==> src/rtl/packet_receiver.sv <==
// Receiver for the 13-bit packet link: registered input stage, parity and sequence
// checks, a show-ahead FIFO toward a valid/ready sink, and saturating statistics counters.
module packet_receiver #(
    parameter int unsigned DEPTH = 4,
    parameter int unsigned CNT_W = 8
) (
    input  logic             clk,
    input  logic             rst,
    input  logic [12:0]      packet,
    input  logic             packet_valid,
    output logic [1:0]       out_dest,
    output logic [7:0]       out_data,
    output logic             out_valid,
    input  logic             out_ready,
    output logic             fifo_full,
    output logic [CNT_W-1:0] pkt_count,
    output logic [CNT_W-1:0] parity_err_count,
    output logic [CNT_W-1:0] seq_err_count,
    output logic [CNT_W-1:0] drop_count
);
    localparam int unsigned AW = (DEPTH > 1) ? $clog2(DEPTH) : 1;
    localparam int unsigned CW = AW + 1;
    localparam int unsigned EW = 10;

    typedef enum logic {SYNC, LOCKED} state_t;

    state_t            state_q, state_d;
    logic [1:0]        exp_seq_q, exp_seq_d;
    logic              in_valid_q, in_valid_d;
    logic [12:0]       in_pkt_q, in_pkt_d;
    logic [EW-1:0]     mem_q [DEPTH];
    logic [EW-1:0]     mem_d [DEPTH];
    logic [AW-1:0]     wr_ptr_q, wr_ptr_d;
    logic [AW-1:0]     rd_ptr_q, rd_ptr_d;
    logic [CW-1:0]     count_q, count_d;
    logic              out_valid_q, out_valid_d;
    logic              fifo_full_q, fifo_full_d;
    logic [CNT_W-1:0]  pkt_cnt_q, pkt_cnt_d;
    logic [CNT_W-1:0]  par_cnt_q, par_cnt_d;
    logic [CNT_W-1:0]  seq_cnt_q, seq_cnt_d;
    logic [CNT_W-1:0]  drop_cnt_q, drop_cnt_d;

    logic              par_ok;
    logic              good;
    logic              pop;
    logic              push;
    logic [1:0]        seq;

    function automatic logic [CNT_W-1:0] sat_inc(input logic [CNT_W-1:0] v);
        return (&v) ? v : v + CNT_W'(1);
    endfunction

    always_comb begin
        state_d     = state_q;
        exp_seq_d   = exp_seq_q;
        mem_d       = mem_q;
        wr_ptr_d    = wr_ptr_q;
        rd_ptr_d    = rd_ptr_q;
        pkt_cnt_d   = pkt_cnt_q;
        par_cnt_d   = par_cnt_q;
        seq_cnt_d   = seq_cnt_q;
        drop_cnt_d  = drop_cnt_q;
        in_valid_d  = packet_valid;
        in_pkt_d    = packet_valid ? packet : in_pkt_q;

        seq    = in_pkt_q[2:1];
        par_ok = ~(^in_pkt_q);
        good   = in_valid_q & par_ok;
        pop    = out_valid_q & out_ready;
        push   = good & (~fifo_full_q | pop);

        if (in_valid_q && !par_ok) begin
            par_cnt_d = sat_inc(par_cnt_q);
        end

        // Every good packet (delivered or dropped) resynchronises the expected sequence.
        if (good) begin
            exp_seq_d = seq + 2'd1;
            state_d   = LOCKED;
            if (state_q == LOCKED && seq != exp_seq_q) begin
                seq_cnt_d = sat_inc(seq_cnt_q);
            end
            if (push) begin
                mem_d[wr_ptr_q] = in_pkt_q[12:3];
                wr_ptr_d        = wr_ptr_q + AW'(1);
                pkt_cnt_d       = sat_inc(pkt_cnt_q);
            end else begin
                drop_cnt_d = sat_inc(drop_cnt_q);
            end
        end

        if (pop) begin
            rd_ptr_d = rd_ptr_q + AW'(1);
        end

        count_d     = count_q + CW'(push) - CW'(pop);
        out_valid_d = (count_d != CW'(0));
        fifo_full_d = (count_d == CW'(DEPTH));
    end

    always_ff @(posedge clk or posedge rst) begin
        if (rst) begin
            state_q     <= SYNC;
            exp_seq_q   <= 2'd0;
            in_valid_q  <= 1'b0;
            in_pkt_q    <= 13'd0;
            for (int i = 0; i < int'(DEPTH); i++) mem_q[i] <= '0;
            wr_ptr_q    <= '0;
            rd_ptr_q    <= '0;
            count_q     <= '0;
            out_valid_q <= 1'b0;
            fifo_full_q <= 1'b0;
            pkt_cnt_q   <= '0;
            par_cnt_q   <= '0;
            seq_cnt_q   <= '0;
            drop_cnt_q  <= '0;
        end else begin
            state_q     <= state_d;
            exp_seq_q   <= exp_seq_d;
            in_valid_q  <= in_valid_d;
            in_pkt_q    <= in_pkt_d;
            mem_q       <= mem_d;
            wr_ptr_q    <= wr_ptr_d;
            rd_ptr_q    <= rd_ptr_d;
            count_q     <= count_d;
            out_valid_q <= out_valid_d;
            fifo_full_q <= fifo_full_d;
            pkt_cnt_q   <= pkt_cnt_d;
            par_cnt_q   <= par_cnt_d;
            seq_cnt_q   <= seq_cnt_d;
            drop_cnt_q  <= drop_cnt_d;
        end
    end

    assign {out_dest, out_data} = mem_q[rd_ptr_q];
    assign out_valid            = out_valid_q;
    assign fifo_full            = fifo_full_q;
    assign pkt_count            = pkt_cnt_q;
    assign parity_err_count     = par_cnt_q;
    assign seq_err_count        = seq_cnt_q;
    assign drop_count           = drop_cnt_q;
endmodule

==> config.mk <==
export PLATFORM = sky130hd
export DESIGN_NAME = packet_receiver
export DESIGN_NICKNAME = d
export VERILOG_FILES = /design/src/rtl/packet_receiver.sv
export SDC_FILE = /design/constraint.sdc
export NUM_CORES = 1
export LEC_CHECK = 0
export CAP_MARGIN = 20
export CORE_MARGIN = 5
export CORE_UTILIZATION = 49
export CTS_CLUSTER_DIAMETER = 100
export DETAILED_ROUTE_END_ITERATION = 8
export PLACE_DENSITY = 0.75
export RECOVER_POWER = 50
export REMOVE_ABC_BUFFERS = 1
export SLEW_MARGIN = 40
export SYNTH_ARGS = -nofsm -noshare
export SYNTH_HDL_FRONTEND = slang
export SYNTH_SLANG_ARGS = --single-unit
==> constraint.sdc <==
create_clock -name clk -period 3.1 [get_ports clk]
set_input_delay 0.31 -clock clk [delete_from_list [all_inputs] [get_ports clk]]
set_output_delay 0.31 -clock clk [all_outputs]
set_load 0.1 [all_outputs]
==> results.sh, run 1 <==
# yosys + openroad results
export IMPL_ys_sh_aoi_pct=0.668
export IMPL_die_area_mm2=0.0112
export IMPL_startpoint_type="flop"
export IMPL_hp_class="flop to flop"
export IMPL_hpwl_mm=6.29
export IMPL_fin_ws_ps=17.0
export IMPL_area_delta_synth_final_pct=19.9
export IMPL_worstPathRequired_ps=3340
export IMPL_io_pins=61
export IMPL_layout_top_cell="dfrtp_1"
export IMPL_fillers=750
export IMPL_syn_inst=325
export IMPL_common_cells="dfrtp_1, mux2_2, xnor2_1"
export IMPL_wl_mm=9.11
export IMPL_period_used_pct=99.5
export IMPL_topCellsByArea="dfrtp_1, mux2_2, mux4_2, xnor2_1, xor2_1"
export IMPL_largest_reg_flops=40
export IMPL_synthTopLogicFamily="multiplexers"
export IMPL_min_period_ps=3080
export IMPL_layout_nets=436
export IMPL_grt_pass1_vias=2946
export IMPL_dr_pass1_iters=4
export IMPL_fp_dieH_um=106
export IMPL_top_cell="dfrtp_1"
export IMPL_yosysWarnings=0
export IMPL_core_mm2=0.00911
export IMPL_max_slew_worst_pin_slew_ps=2070
export IMPL_yosysUniqueCellTypes=33
export IMPL_maxSlewViolCount=55
export IMPL_vias=2852
export IMPL_grt_max_degree=55
export IMPL_flop_cell="dfrtp_1"
export IMPL_simple_gate_share_pct=10.2
export IMPL_post_place_ws_ps=-37.6
export IMPL_track_usage_pct=17.4
export IMPL_drv_cap=1
export IMPL_ys_sh_xor_pct=9.12
export IMPL_rows=35
export IMPL_tritoncts="done"
export IMPL_status="finished, violations left"
export IMPL_openroad_warnings=30
export IMPL_finalHoldViolations=0
export IMPL_ys_sh_mux_pct=20.8
export IMPL_cts_htree_levels=3
export IMPL_worst_setup_path_type="flop to flop"
export IMPL_cts_sinks=98
export IMPL_syn_area_mm2=0.00450
export IMPL_dpl_cell_count=506
export IMPL_cts_max_path_buffers=2
export IMPL_yosysChipArea_mm2=0.00450
export IMPL_gp_congestion=0.793
export IMPL_grt_pass1_wl_mm=15.4
export IMPL_violations="capacitance limit, slew limit"
export IMPL_maxSlewHeadroom_pct=-38.3
export IMPL_n_antenna_cell=0
export IMPL_finClkSkew_ps=14.6
export IMPL_lay_top_cells="dfrtp_1, mux2_2, buf_4"
export IMPL_slowest_stage="xnor3_2"
export IMPL_crit_path_max_fanout=6
export IMPL_grt_ovfl_total=0
export IMPL_antenna_found_initial=0
export IMPL_numPortBuffers=60
export IMPL_routed_via_density=5.44
export IMPL_crit_arrival_ps=3320
export IMPL_drc=0
export IMPL_adder_share_pct=3.23
export IMPL_insertion_delay_ps=370
export IMPL_ys_cells=325
export IMPL_rsz0062_at_grt="true"
export IMPL_async_reset_ff_share_pct=100
export IMPL_fp_utilization_pct=49.4
export IMPL_cts_buffers=9
export IMPL_finalSetupViolCount=0
export IMPL_avgSynthCellArea_um2=13.8
export IMPL_edf_count=0
export IMPL_ys_flops=98
export IMPL_synth_seq_share_pct=54.5
export IMPL_fin_cells=524
[run 1: path summary, 6_finish.rpt]
check                            start                to  slack, ps  cells past startpoint
setup / recovery           in_pkt_q[5]         out_valid         20                     12
min in group asynchronous          rst  seq_err_count[5]       1060                      2
hold reg to reg                state_q           state_q        480                      1
setup reg to reg           in_pkt_q[5]         out_valid         20                     12
hold / removal                 state_q           state_q        480                      1
max in group asynchronous          rst       in_pkt_q[5]        600                      3
[run 1: repair_timing]
action                                  in CTS  in global routing
setup buffers                                2                  0
endpoints found under the setup margin       1                  1
gates cloned                                 0                  0
pin swaps                                    1                  0
resized                                      5                  1
[run 1: area by class of cell]
cell class              count  area, µm²  area share, %
well taps                 111        139           2.58
clock buffers              10        138           2.55
multi-input cells         210       2010           37.3
repair buffers             79        563           10.4
flip-flops and latches     98       2450           45.5
inverters                  10       37.5          0.696
clock inverters             6       50.0          0.928
[run 1: critical path: cells and delay by family (launching register included)]
kind | cells | cell delay (ps)
DFF | 1 | 460
buffers and inverters | 2 | 120
and+or+nand+nor | 2 | 400
xor gates and xnor gates | 5 | 1150
adders and majority gates | 3 | 820
[run 1: layer usage]
layer,wire length [µm],global-route usage (%),vias to the layer above
met5,0,0,-
met4,118,6.11,0
met3,286,2.88,10
met2,4340,27.0,46
met1,4370,25.0,1459
li1,-,-,1337
[run 1: metrics by stage]
stage / cell area [µm²] / hold slack, ps / util, % / setup TNS (ps)
after detailed placement: 5200 / 450 / 57.1 / -37.6
after CTS: 5420 / 335 / 59.5 / -5.93
final: 5390 / 480 / 59.2 / 0
after global placement: 5270 / 443 / 57.9 / 0
after global routing: 5390 / 495 / 59.2 / -144
after floorplan: 4470 / 341 / - / -5220
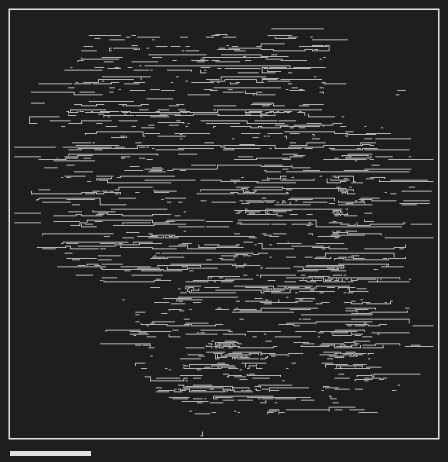
**Above:** run 1 (the metal 1 layer).
Scale bar: 20 µm.
nets with wire on the layer: 395
share of all routed wire: 48%
longest straight run: 35.9 µm

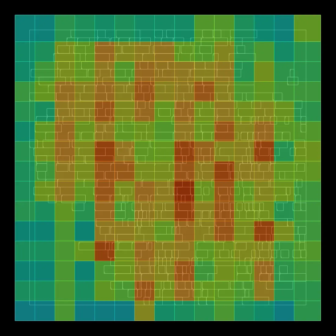
**Above:** run 1 (track usage over the die).
GRT Max-Usage Layer: met2
grt met3 use: 2.88%
final core utilization: 59.2%
Routed WL per cell: 17.4 µm
met1 Use GR: 25.0%

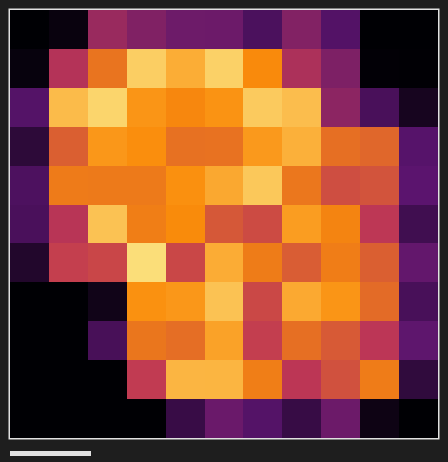
**Above:** run 1 (placement density heat map).
Scale bar: 20 µm. The die is cut into 11 by 11 equal tiles; black is low, pale yellow is high, 0 to 100% covered.
densest ninth of the die: center
fullest tile: 93%
emptiest ninth of the die: south-west
nearly empty tiles: 14%
tiles over 75% full: 23%

**Run 1: wire density map**

Scale bar: 20 µm. The die is cut into 21 by 21 equal tiles; black is low, pale yellow is high, scaled to the fullest tile. Values are wire area over tile area, all layers added.
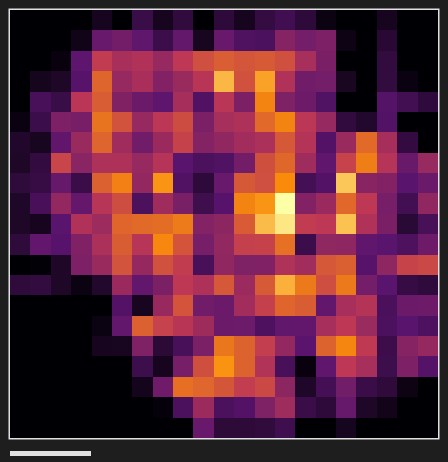

==> inputs of run 2 (changes only) <==
--- a/config.mk
+++ b/config.mk
@@ -13,6 +13,7 @@
 export PLACE_DENSITY = 0.75
 export RECOVER_POWER = 50
 export REMOVE_ABC_BUFFERS = 1
+export SKIP_LAST_GASP = 1
 export SLEW_MARGIN = 40
 export SYNTH_ARGS = -nofsm -noshare
 export SYNTH_HDL_FRONTEND = slang
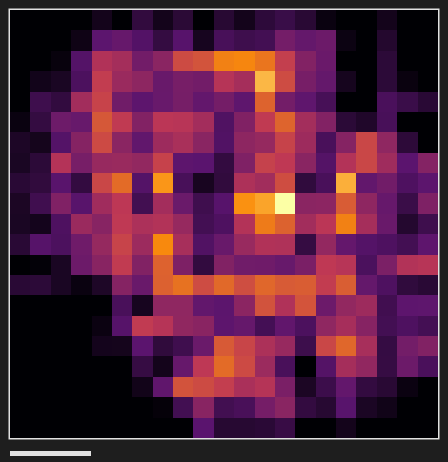
**Above:** run 2 (wire density map).
Scale bar: 20 µm. The die is cut into 21 by 21 equal tiles; black is low, pale yellow is high, scaled to the fullest tile. Values are wire area over tile area, all layers added.
densest ninth of the die: center
fullest tile: 0.49
mean over tiles: 0.13
emptiest ninth of the die: south-west
WL final: 9.12 mm
DR vias: 2845

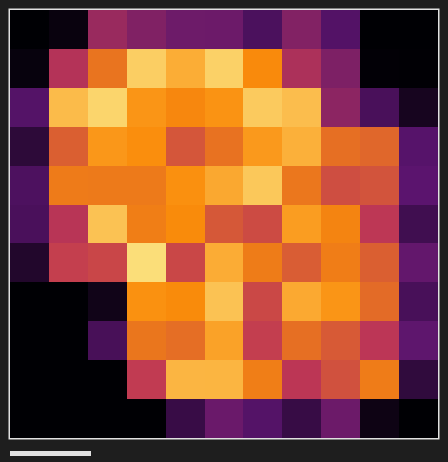
**Above:** run 2 (placement density heat map).
Scale bar: 20 µm. The die is cut into 11 by 11 equal tiles; black is low, pale yellow is high, 0 to 100% covered.
mean over tiles: 47%
emptiest ninth of the die: south-west
densest ninth of the die: center

==> results.sh, run 2 <==
# yosys + openroad results
export IMPL_rr_worst_depth=12
export IMPL_gp_congestion=0.793
export IMPL_grt_pass1_wl_mm=15.4
export IMPL_design_area_mm2=0.00538
export IMPL_ys_cells=325
export IMPL_largest_reg_flops=40
export IMPL_ys_sh_xor_pct=9.12
export IMPL_status="finished, violations left"
export IMPL_worstPathRequired_ps=3340
export IMPL_yosysChipArea_mm2=0.00450
export IMPL_drv_cap=1
export IMPL_hold_start="state_q"
export IMPL_rsz0062_at_grt="true"
export IMPL_wl_met2_mm=4.36
export IMPL_common_cells="dfrtp_1, mux2_2, xnor2_1"
export IMPL_syn_inst=325
export IMPL_ys_sh_aoi_pct=0.668
export IMPL_finalHoldViolations=0
export IMPL_tritoncts="done"
export IMPL_cts_htree_levels=3
export IMPL_fin_ws_ps=-25.3
export IMPL_n_antenna_cell=0
export IMPL_r2r_start="in_pkt_q[5]"
export IMPL_numPortBuffers=60
export IMPL_post_place_ws_ps=-37.6
export IMPL_period_used_pct=101
export IMPL_io_pins=61
export IMPL_use_met2_pct=27.0
export IMPL_post_cts_setup_buffer_count=2
export IMPL_synthTopLogicFamily="multiplexers"
export IMPL_crit_path_max_fanout=6
export IMPL_finalSetupViolCount=1
export IMPL_rrSetupSlack_ps=-30
export IMPL_maxSlewViolCount=55
export IMPL_dr_pass1_iters=4
export IMPL_hp_class="flop to flop"
export IMPL_async_reset_ff_share_pct=100
export IMPL_grt_pass1_vias=2948
export IMPL_min_to="state_q"
export IMPL_avgRoutedWirePerCell_um=17.4
export IMPL_edf_count=0
export IMPL_wl_met3_um=326
export IMPL_openroad_warnings=30
export IMPL_hold_ws_ps=481
export IMPL_worst_setup_path_type="flop to flop"
export IMPL_fp_dieH_um=106
export IMPL_cts_resized=4
export IMPL_cts_buffers=9
export IMPL_avgSynthCellArea_um2=13.8
export IMPL_grt_ovfl_total=0
export IMPL_finClkSkew_ps=14.6
export IMPL_grtUsageMet1_pct=25.0
export IMPL_layout_nets=436
export IMPL_area_delta_synth_final_pct=19.7
export IMPL_fp_utilization_pct=49.4
export IMPL_grt_max_degree=55
export IMPL_die_area_mm2=0.0112
export IMPL_antenna_found_initial=0
export IMPL_yosysUniqueCellTypes=33
export IMPL_violations="capacitance limit, slew limit, setup timing"
export IMPL_cts_sinks=98
export IMPL_adder_share_pct=3.23
export IMPL_flop_cell="dfrtp_1"
export IMPL_maxSlewHeadroom_pct=-37.7
-- run 2: cell counts after synthesis --
No cell type changed its count.
-- run 2: how the worst max path moves through the flow --
stage / from / end / slack (ps) / cells after the start
detailed placement: in_pkt_q[2] / out_valid / -40 / 12
global route: in_pkt_q[9] / out_valid / -200 / 12
floorplan: in_pkt_q[1] / out_valid / -1120 / 12
finish: in_pkt_q[5] / out_valid / -30 / 12
CTS: in_pkt_q[11] / out_valid / -50 / 12
global placement: in_pkt_q[2] / out_valid / 70 / 12
-- run 2: per-stage QoR --
stage | std cells | setup TNS (ps) | utilization (%)
2_1_floorplan | 318 | -5220 | -
3_3_place_gp | 506 | 0 | 57.9
3_5_place_dp | 506 | -37.6 | 57.1
4_1_cts | 524 | -46.2 | 59.5
5_1_grt | 524 | -203 | 59.1
6_report | 524 | -25.3 | 59.1
-- run 2: cell families after synthesis --
logic type / after synthesis
AOI/OAI and AO/OA: 5
xor gates and xnor gates: 41
DFF: 98
adders and majority gates: 11
and+or+nand+nor: 80
buffers and inverters: 17
muxes: 73
-- run 2: area by class of cell --
| type | count | area [µm²] |
|---|---|---|
| well taps | 111 | 139 |
| repair buffers | 79 | 563 |
| clock inverters | 6 | 50.0 |
| clock buffers | 10 | 138 |
| flip-flops and latches | 98 | 2450 |
| fillers | 753 | 3730 |
| inverters | 10 | 37.5 |
| multi-input cells | 210 | 2000 |
